**Run 1: the metal 1 layer**

Bar = 20 um.
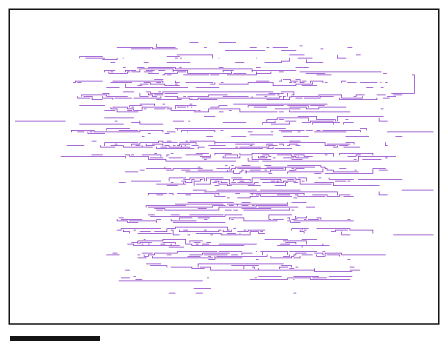
**Run 1: signal wires on met2**

Bar = 20 um. Cells faint in the background.
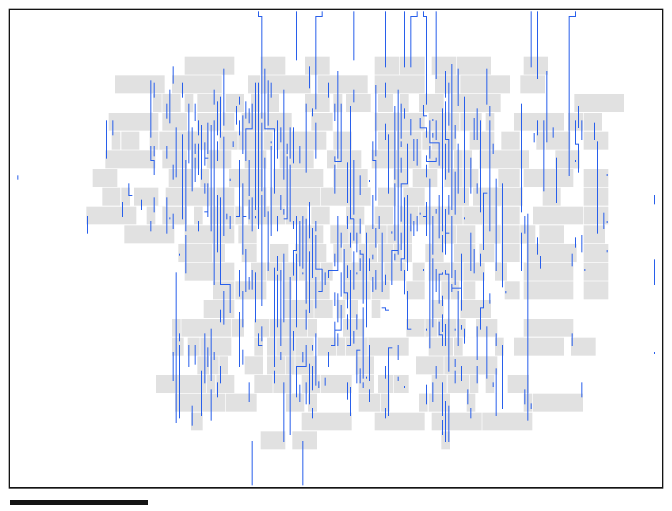
**Run 1: M3 wires**

Bar = 20 um. Cells faint in the background.
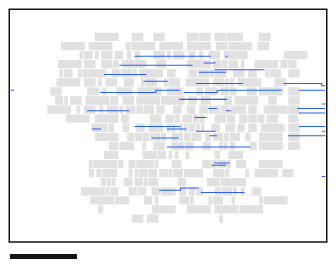
**Run 1: track usage over the die**

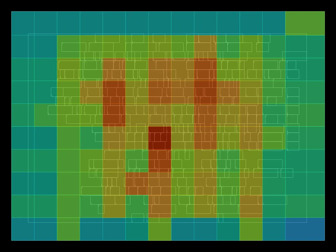
===== config.mk =====
export PLATFORM = sky130hd
export DESIGN_NAME = display_scheduler
export DESIGN_NICKNAME = d
export VERILOG_FILES = /design/src/rtl/display_scheduler.sv
export SDC_FILE = /design/constraint.sdc
export NUM_CORES = 1
export LEC_CHECK = 0
export CAP_MARGIN = 20
export CORE_ASPECT_RATIO = 0.7
export CORE_MARGIN = 5
export CORE_UTILIZATION = 40
export DETAILED_ROUTE_END_ITERATION = 12
export PLACE_DENSITY = 0.71
export SLEW_MARGIN = 20
export SYNTH_ARGS = -nofsm -noshare
export SYNTH_HDL_FRONTEND = slang
export SYNTH_SLANG_ARGS = --single-unit

===== constraint.sdc =====
create_clock -name clock -period 2.4 [get_ports clock]
set_clock_uncertainty 0.2 [all_clocks]
set_input_delay 0.36 -clock clock [delete_from_list [all_inputs] [get_ports clock]]
set_output_delay 0.36 -clock clock [all_outputs]
set_load 0.02 [all_outputs]

===== src/rtl/display_scheduler.sv =====
`default_nettype none
// ============================================================================
// Module      : display_scheduler
// Description : Four-digit seven-segment scan sequencer with a 4-entry digit
//               register file, programmable dwell and inter-digit blanking.
// Revision    : 1.0 - initial release
// ============================================================================
module display_scheduler #(
    parameter int DWELL_TICKS = 4,
    parameter int BLANK_TICKS = 1
) (
    input  logic       clock,
    input  logic       reset,
    input  logic       tick,
    input  logic       enable,
    input  logic       wr_valid,
    output logic       wr_ready,
    input  logic [1:0] wr_digit,
    input  logic [3:0] wr_value,
    input  logic       wr_blank,
    output logic [3:0] anode,
    output logic [1:0] digit_sel,
    output logic [3:0] digit_value,
    output logic       frame_done
);

    typedef enum logic [1:0] {
        ST_OFF   = 2'd0,
        ST_BLANK = 2'd1,
        ST_DRIVE = 2'd2
    } state_t;

    localparam logic [7:0] c_dwell_last = 8'(DWELL_TICKS - 1);
    localparam logic [7:0] c_blank_last = 8'(BLANK_TICKS - 1);
    // With no blanking the scan goes straight from one digit's drive to the next.
    localparam state_t     c_lead_state = (BLANK_TICKS == 0) ? ST_DRIVE : ST_BLANK;

    state_t          r_state_q, w_state_d;
    logic [7:0]      r_cnt_q, w_cnt_d;
    logic [1:0]      r_sel_q, w_sel_d;
    logic [3:0][3:0] r_value_q, w_value_d;
    logic [3:0]      r_blank_q, w_blank_d;
    logic [3:0]      r_anode_q, w_anode_d;
    logic [3:0]      r_dval_q, w_dval_d;
    logic            r_frame_q, w_frame_d;
    logic            w_wr_fire;

    // Writes to the digit currently lit are held off so it never tears.
    assign wr_ready  = ~reset & ~((r_state_q == ST_DRIVE) && (wr_digit == r_sel_q));
    assign w_wr_fire = wr_valid & wr_ready;

    always_comb begin
        w_value_d = r_value_q;
        w_blank_d = r_blank_q;
        if (w_wr_fire) begin
            w_value_d[wr_digit] = wr_value;
            w_blank_d[wr_digit] = wr_blank;
        end

        w_state_d = r_state_q;
        w_cnt_d   = r_cnt_q;
        w_sel_d   = r_sel_q;
        w_frame_d = 1'b0;

        if (!enable) begin
            w_state_d = ST_OFF;
            w_cnt_d   = 8'd0;
            w_sel_d   = 2'd0;
        end else begin
            case (r_state_q)
                ST_OFF: begin
                    w_state_d = c_lead_state;
                    w_cnt_d   = 8'd0;
                    w_sel_d   = 2'd0;
                end
                ST_BLANK: begin
                    if (tick) begin
                        if (r_cnt_q == c_blank_last) begin
                            w_state_d = ST_DRIVE;
                            w_cnt_d   = 8'd0;
                        end else begin
                            w_cnt_d = r_cnt_q + 8'd1;
                        end
                    end
                end
                ST_DRIVE: begin
                    if (tick) begin
                        if (r_cnt_q == c_dwell_last) begin
                            w_state_d = c_lead_state;
                            w_cnt_d   = 8'd0;
                            w_sel_d   = r_sel_q + 2'd1;
                            w_frame_d = (r_sel_q == 2'd3);
                        end else begin
                            w_cnt_d = r_cnt_q + 8'd1;
                        end
                    end
                end
                default: begin
                    w_state_d = ST_OFF;
                    w_cnt_d   = 8'd0;
                    w_sel_d   = 2'd0;
                end
            endcase
        end

        // Outputs are registered from the post-edge view, including a same-edge write.
        w_anode_d = 4'hF;
        if ((w_state_d == ST_DRIVE) && !w_blank_d[w_sel_d]) begin
            w_anode_d = ~(4'b0001 << w_sel_d);
        end
        w_dval_d = (w_state_d == ST_OFF) ? 4'h0 : w_value_d[w_sel_d];
    end

    always_ff @(posedge clock) begin
        if (reset) begin
            r_state_q <= ST_OFF;
            r_cnt_q   <= 8'd0;
            r_sel_q   <= 2'd0;
            r_value_q <= '0;
            r_blank_q <= 4'hF;
            r_anode_q <= 4'hF;
            r_dval_q  <= 4'h0;
            r_frame_q <= 1'b0;
        end else begin
            r_state_q <= w_state_d;
            r_cnt_q   <= w_cnt_d;
            r_sel_q   <= w_sel_d;
            r_value_q <= w_value_d;
            r_blank_q <= w_blank_d;
            r_anode_q <= w_anode_d;
            r_dval_q  <= w_dval_d;
            r_frame_q <= w_frame_d;
        end
    end

    assign anode       = r_anode_q;
    assign digit_sel   = r_sel_q;
    assign digit_value = r_dval_q;
    assign frame_done  = r_frame_q;

endmodule
`default_nettype wire


==> impl_metrics.yaml, run 1 <==
# implementation run metrics
synthesis:
  synth_seq_share_pct: 40.87
  syn-cell-area_um2: 2008
  synthArstFlopShare_pct: 0
  ys_seq_elements: 41
  syn_inst: 216
  synth-edff-count: 0
  synth-main-ff-cell: "dfxtp_1"
  fp_nets: 235
  yosys.stat.chipArea_um2: 2008
  ys_cells: 216
  avgSynthCellArea_um2: 9.297
  ys_types: 44
  ys_warn_count: 0
critical_path:
  cp.arrival_ns: 2.32
  path_class: "reg -> reg"
  required_ns: 2.42
  path_max_fanout: 5
  endpoint_kind: "flip-flop"
  critPathLaunchType: "flip-flop"
finish:
  antennaDiodeCount: 0
  drive_above_1_share_pct: 16.61
  fillers: 459
  regArea_um2: 820.8
  stdcell_area_um2: 2619
  area_growth_pct: 30.40
  final_nets: 289
  final-comb-area_um2: 1145
cts:
  path_clk_slew_ns: 0.08
  worst_skew_pair.late_latency_ns: 0.29
  cts_tree: "built"
  cts_made_buffers: 5
  ctsHoldBuffers: 0
  htree_levels: 2
  clkSinkCount: 41
  postCtsSetupRepairBufs: 0
  cts-root-buf: "clkbuf_8"
  post_cts_resized: 1
  cts_buffer_depth: 2
drt:
  ant_nets: 0
  viasPerCell: 5.121
  drt-pass1-iter-count: 4
  drcViolationCount: 0
  first_iter_violations: 161
die:
  rows: 21
  core_um2: 4808
  fp-utilization_pct: 41.76
  io_pins: 24
  chipArea_um2: 6560
  die_w_um: 94.69
  die_h_um: 69.28
place:
  place.gp.congestion: 0.9261
  port_buffers: 23
  dpl-instance-area_um2: 2531
  dp_slack_ns: -0.07065
  hpwlAfterDp_mm: 3.636
outcome:
  status: "complete, no violations"
power_and_ir_drop:
  power_frac_comb_pct: 10.1
  powerComb_uw: 126
  clkPwrFrac_pct: 34.1
  p_leak_nw: 1.140
  p_clk_uw: 423
  swShare_pct: 23.33
  top_power_group: "sequential cells"
  p_switching_uw: 289.9
  seq_power_share_pct: 55.8
  ir_drop_mv: 0.2223
  power.internal_uw: 952.7
  power_density_nw_per_um2: 474.5
  p_seq_uw: 693
timing:
  drv_slew: 0
  tightest_slew_ns: 0.3875
  tns_ns: 0
  max_freq_ghz: 0.4342
  fin_crit_sh_pct: 95.96
  hold_viol_final: 0
  setup_slack_ns: 0.09688
  setup_viol: 0
  period_needed_ns: 2.303
  relSlewSlack_pct: 74.13
  grt_setup_unrepaired: "false"
flow_run:
  log.warning_count: 30
  maxCapViolCount: 0
min_path:
  holdCritPathClass: "reg -> reg"
global_routing:
  grt_antenna_before_repair: 0
  grt.overflow.total: 0
  grt_pass1_vias: 1614
  grt_pass1_wl_mm: 7.962
  grt_max_degree: 19
About 'the metal 1 layer':
- wire length on this layer: 2480 um
- longest straight run: 29.4 um
WL final: 4.807 mm
global-route track usage on met1: 24.03%

About 'signal wires on met2':
- wire length on this layer: 1950 um
- longest straight run: 29.9 um
- main direction: vertical
- share of all routed wire: 41%
- nets with wire on the layer: 235
GR Util met2: 20.08%
via count: 1741

About 'M3 wires':
- wire length on this layer: 342 um
- nets with wire on the layer: 31
- longest straight run: 24.8 um
met3 Use GR: 4.230%

About 'track usage over the die':
Layout Utilization: 54.46%
Routed WL per cell: 14.14 um
global route hottest layer: met1
GR Util All Layers: 15.35%

## run 1: layout by cell type, fill, tap and decap left out, drive strengths merged, types with 6 or more instances in the layout
master | synthesis | final
dfxtp | 41 | 41
nor2 | 32 | 32
buf | 0 | 31
mux2i | 24 | 24
clkdlybuf4s50 | 0 | 22
nand2 | 15 | 15
a21oi | 10 | 10
ha | 7 | 7
inv | 6 | 6
nand2b | 6 | 6
clkbuf | 7 | 6
## run 1: critical path, cell delays in order, from the launching register on
cell	delay, ns
dfxtp_1	0.38
or4_4	0.56
nor3_4	0.18
a31oi_1	0.14
or2_0	0.24
a211o_1	0.38
a21oi_1	0.16
## run 1: routing by layer
metal  routed length (um)  vias up
li1                     -      884
met1                 2483      790
met2                 1953       62
met3                  342        5
met4                   27        0
met5                    0        -
## run 1: logic make-up after synthesis
family	count (synthesis)	share of synthesized area, %
buf+inv	13	2.430
fa+ha+maj	7	4.361
compound gates	40	14.08
mux	25	12.52
simple gates	82	22.24
xor+xnor	8	3.489
flops	41	40.87
## run 1: final timing paths
| path | start | to | slack (ns) | cells after the start |
|---|---|---|---|---|
| worst max register to register | r_cnt_q[4] | digit_value[1] | 0.1 | 6 |
| worst min-delay path | r_blank_q[1] | r_blank_q[1] | 0.29 | 2 |
| worst max-delay path | r_cnt_q[4] | digit_value[1] | 0.1 | 6 |
| worst min register to register | r_blank_q[1] | r_blank_q[1] | 0.29 | 2 |
## run 1: layout make-up
cell class                 count  area share (%)
multi-input combinational    162           43.72
sequential                    41           31.34
timing repair buffer          54           17.63
tap                           69           3.297
clock buffer                   6           2.771
inverter                       6          0.8600
clock inverter                 2          0.3822
## run 1: synthesized netlist by cell type (all sizes together) (2+ instances only)
library cell / number / area (um^2)
a21boi: 2 / 15.01
a21oi: 10 / 50.05
a31oi: 3 / 18.77
a32oi: 2 / 17.52
and3: 2 / 12.51
clkbuf: 7 / 26.28
dfxtp: 41 / 820.8
ha: 7 / 87.58
inv: 6 / 22.52
mux2i: 24 / 240.2
nand2: 15 / 56.30
nand2b: 6 / 37.54
nand3: 4 / 20.02
nand3b: 2 / 15.01
nand4: 4 / 25.02
nor2: 32 / 120.1
nor2b: 3 / 18.77
nor3: 4 / 31.28
nor4: 2 / 33.78
nor4bb: 2 / 20.02
o211a: 2 / 20.02
o211ai: 4 / 30.03
o21ai: 3 / 15.01
o21bai: 2 / 15.01
o22a: 4 / 35.03
xnor2: 3 / 26.28
xor2: 5 / 43.79
## run 1: stage by stage
step                      hold slack [ns]  power (mW)  util, %  std cells
final                              0.2853       1.243    54.46        340
after global routing               0.3107       1.296    54.46        340
after CTS                          0.2914       1.259    54.33        340
after detailed placement           0.2751      0.8332    52.64        332
after global placement             0.2678      0.8321    52.64        332
after floorplan                    0.2461      0.7695        -        216
## run 1: flip-flops by register name (all words and copies together), names as in the netlist
signal,cells
r_cnt_q,8
digit_value,4
frame_done,1
r_value_q,16
r_state_q,2
anode,4
r_blank_q,4
digit_sel,2
==> run 2, diff against run 1 <==
--- a/config.mk
+++ b/config.mk
@@ -11,6 +11,7 @@
 export CORE_UTILIZATION = 40
 export DETAILED_ROUTE_END_ITERATION = 12
 export PLACE_DENSITY = 0.71
+export SKIP_LAST_GASP = 1
 export SLEW_MARGIN = 20
 export SYNTH_ARGS = -nofsm -noshare
 export SYNTH_HDL_FRONTEND = slang
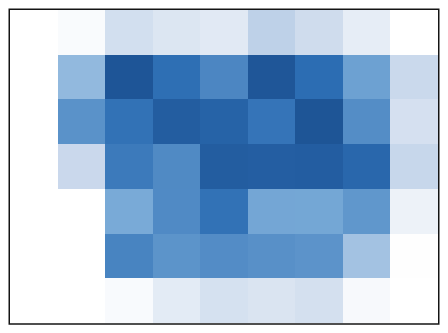
**Above:** run 2 (local utilization).
The die is cut into 9 by 7 equal tiles; white is low, dark blue is high, 0 to 100% covered.
- mean over tiles: 39%
- fullest tile: 85%
- nearly empty tiles: 21%
- emptiest ninth of the die: south-west
Core Util at FP: 41.76%
CORE AREA: 4808 um^2

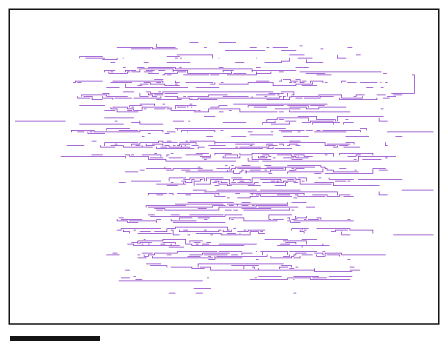
**Above:** run 2 (the metal 1 layer).
Bar = 20 um.
- wire length on this layer: 2480 um
- longest straight run: 29.4 um
- share of all routed wire: 52%

==> run 2 against run 1 <==
Compared with the run above: fmax unchanged; synthesized cell count is the same; critical path type unchanged; largest cell class unchanged; final cell count did not move; highest routed layer unchanged; non-clock buffer count unchanged; largest power group unchanged; worst setup slack did not move.
==> impl_metrics.yaml, run 2 <==
# implementation run metrics
drt:
  ant_nets: 0
  viasPerCell: 5.121
  wl_mm: 4.807
  drcViolationCount: 0
  first_iter_violations: 161
  vias: 1741
  drt-pass1-iter-count: 4
  wire_per_inst_um: 14.14
timing:
  period_needed_ns: 2.303
  drv_slew: 0
  hold_viol_final: 0
  max_freq_ghz: 0.4342
  grt_setup_unrepaired: "false"
  relSlewSlack_pct: 74.13
  tns_ns: 0
  setup_viol: 0
  fin_crit_sh_pct: 95.96
  setup_slack_ns: 0.09688
  tightest_slew_ns: 0.3875
finish:
  lay_top_count: "dfxtp_1"
  final-comb-area_um2: 1145
  area_growth_pct: 30.40
  final_cell_mix: "dfxtp_1, nor2_1, buf_4"
  final_nets: 289
  top_register: "r_value_q"
  layoutNonFillerInstCount: 340
  drive_above_1_share_pct: 16.61
  stdcell_area_um2: 2619
  largest_reg_flops: 16
  fillers: 459
  final_util_pct: 54.46
  regArea_um2: 820.8
  reg_top3: "r_value_q (16), r_cnt_q (8)"
  antennaDiodeCount: 0
power_and_ir_drop:
  p_leak_nw: 1.140
  power_frac_comb_pct: 10.1
  power.internal_uw: 952.7
  p_switching_uw: 289.9
  seq_power_share_pct: 55.8
  swShare_pct: 23.33
  ir_drop_mv: 0.2223
  power_density_nw_per_um2: 474.5
  clkPwrFrac_pct: 34.1
cts:
  cts-root-buf: "clkbuf_8"
  path_clk_slew_ns: 0.08
  ctsHoldBuffers: 0
  postCtsSetupRepairBufs: 0
  worst_skew_pair.late_latency_ns: 0.29
  htree_levels: 2
  cts_buffer_depth: 2
  cts_tree: "built"
  clkSinkCount: 41
  cts_made_buffers: 5
place:
  dp_slack_ns: -0.07065
  place.gp.congestion: 0.9261
  dpl-instance-area_um2: 2531
  hpwlAfterDp_mm: 3.636
  port_buffers: 23
  dp.cells: 332
critical_path:
  cp_slowest_stage_delay_ns: 0.56
  endpoint_kind: "flip-flop"
  critPathLaunchType: "flip-flop"
  rr_worst_depth: 6
  required_ns: 2.42
  crit_path_top_delay_cell: "or4_4"
  r2r_start: "r_cnt_q[4]"
  crit_start: "r_cnt_q[4]"
  path_max_fanout: 5
  path_cells: "or4_4, nor3_4, a31oi_1, or2_0, a211o_1, a21oi_1"
  path_class: "reg -> reg"
  cp.arrival_ns: 2.32
synthesis:
  synth.most_common_cell: "dfxtp_1"
  ys_cells: 216
  top_cells_by_count: "dfxtp_1, nor2_1, mux2i_1"
  area_leaders: "dfxtp_1, mux2i_1, nor2_1, ha_1, nand2_1"
  ys_seq_elements: 41
  synthArstFlopShare_pct: 0
  avgSynthCellArea_um2: 9.297
  yosys.stat.chipArea_um2: 2008
  synth-edff-count: 0
  synth_seq_share_pct: 40.87
  ys_types: 44
  top_cell_area_share_pct: 40.87
  synth-main-ff-cell: "dfxtp_1"
  synth_area_leader_cell: "dfxtp_1"
  ys_warn_count: 0
  fp_nets: 235
  syn_inst: 216
  syn-cell-area_um2: 2008
global_routing:
  track_usage_pct: 15.35
  grt_pass1_wl_mm: 7.962
  grt_max_degree: 19
  grt.overflow.total: 0
  grt_antenna_before_repair: 0
  grt_pass1_vias: 1614
die:
  die_h_um: 69.28
  rows: 21
  chipArea_um2: 6560
  die_w_um: 94.69
  io_pins: 24
flow_run:
  maxCapViolCount: 0
  log.warning_count: 30
outcome:
  status: "complete, no violations"
min_path:
  holdCritPathClass: "reg -> reg"
  hp-start: "r_blank_q[1]"
  worstHoldPathCells: 2
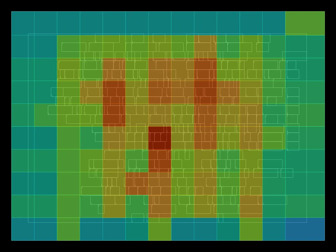
**Above:** run 2 (track usage over the die).

==> run 2: cell counts in the layout (fill, tap and decap cells not counted) <==
Identical to the previous run, type by type.
==> run 2: final cells by class <==
type / count / area share [%]
Multi-Input combinational cell: 162 / 43.72
Sequential cell: 41 / 31.34
Timing Repair Buffer: 54 / 17.63
Tap cell: 69 / 3.297
Clock buffer: 6 / 2.771
Inverter: 6 / 0.8600
Clock inverter: 2 / 0.3822
==> run 2: logic make-up (layout without fill, tap and decap cells) <==
group                    count (synthesis)  in the layout  synth area share, %
adder cells (fa/ha/maj)                  7              7                4.361
AND-OR/OR-AND                           40             40                14.08
flip-flops                              41             41                40.87
AND/OR/NAND/NOR                         82             82                22.24
buffers and inverters                   13             68                2.430
XOR/XNOR                                 8              8                3.489
multiplexers                            25             25                12.52
==> run 2: worst paths after layout <==
path                         end  slack, ns
setup / recovery  digit_value[1]        0.1
hold / removal      r_blank_q[1]       0.29
setup reg to reg  digit_value[1]        0.1
hold reg to reg     r_blank_q[1]       0.29
==> run 2: what timing repair did <==
| action | 4_1_cts | 5_1_grt |
|---|---|---|
| gates cloned | 0 | 0 |
| resized | 1 | 2 |
| setup endpoints to repair | 1 | 4 |
==> run 2: per-layer routing <==
layer,vias to the layer above,GRT usage (%),part of all wire [%]
li1,884,-,-
met1,790,24.03,52
met2,62,20.08,41
met3,5,4.230,7.1
met4,0,4.000,0.56
met5,-,0,0
==> run 2: worst max-delay path: cells and delay by family (launching register included) <==
kind | cells | cell delay, ns
simple gates | 3 | 0.98
compound gates | 3 | 0.68
flops | 1 | 0.38
==> run 2: stage by stage <==
stage,total power [mW],hold slack [ns]
6_report,1.243,0.2853
5_1_grt,1.296,0.3107
4_1_cts,1.259,0.2914
3_5_place_dp,0.8332,0.2751
3_3_place_gp,0.8321,0.2678
2_1_floorplan,0.7695,0.2461
==> run 2: power groups by stage <==
stage	Sequential, mW	Combinational [mW]	Clock, mW
2_1_floorplan	0.709	0.0605	0
3_3_place_gp	0.709	0.123	0
3_5_place_dp	0.709	0.124	0
4_1_cts	0.693	0.125	0.441
5_1_grt	0.694	0.137	0.464
6_report	0.693	0.126	0.423
Power is estimated from default activity; no workload was simulated.
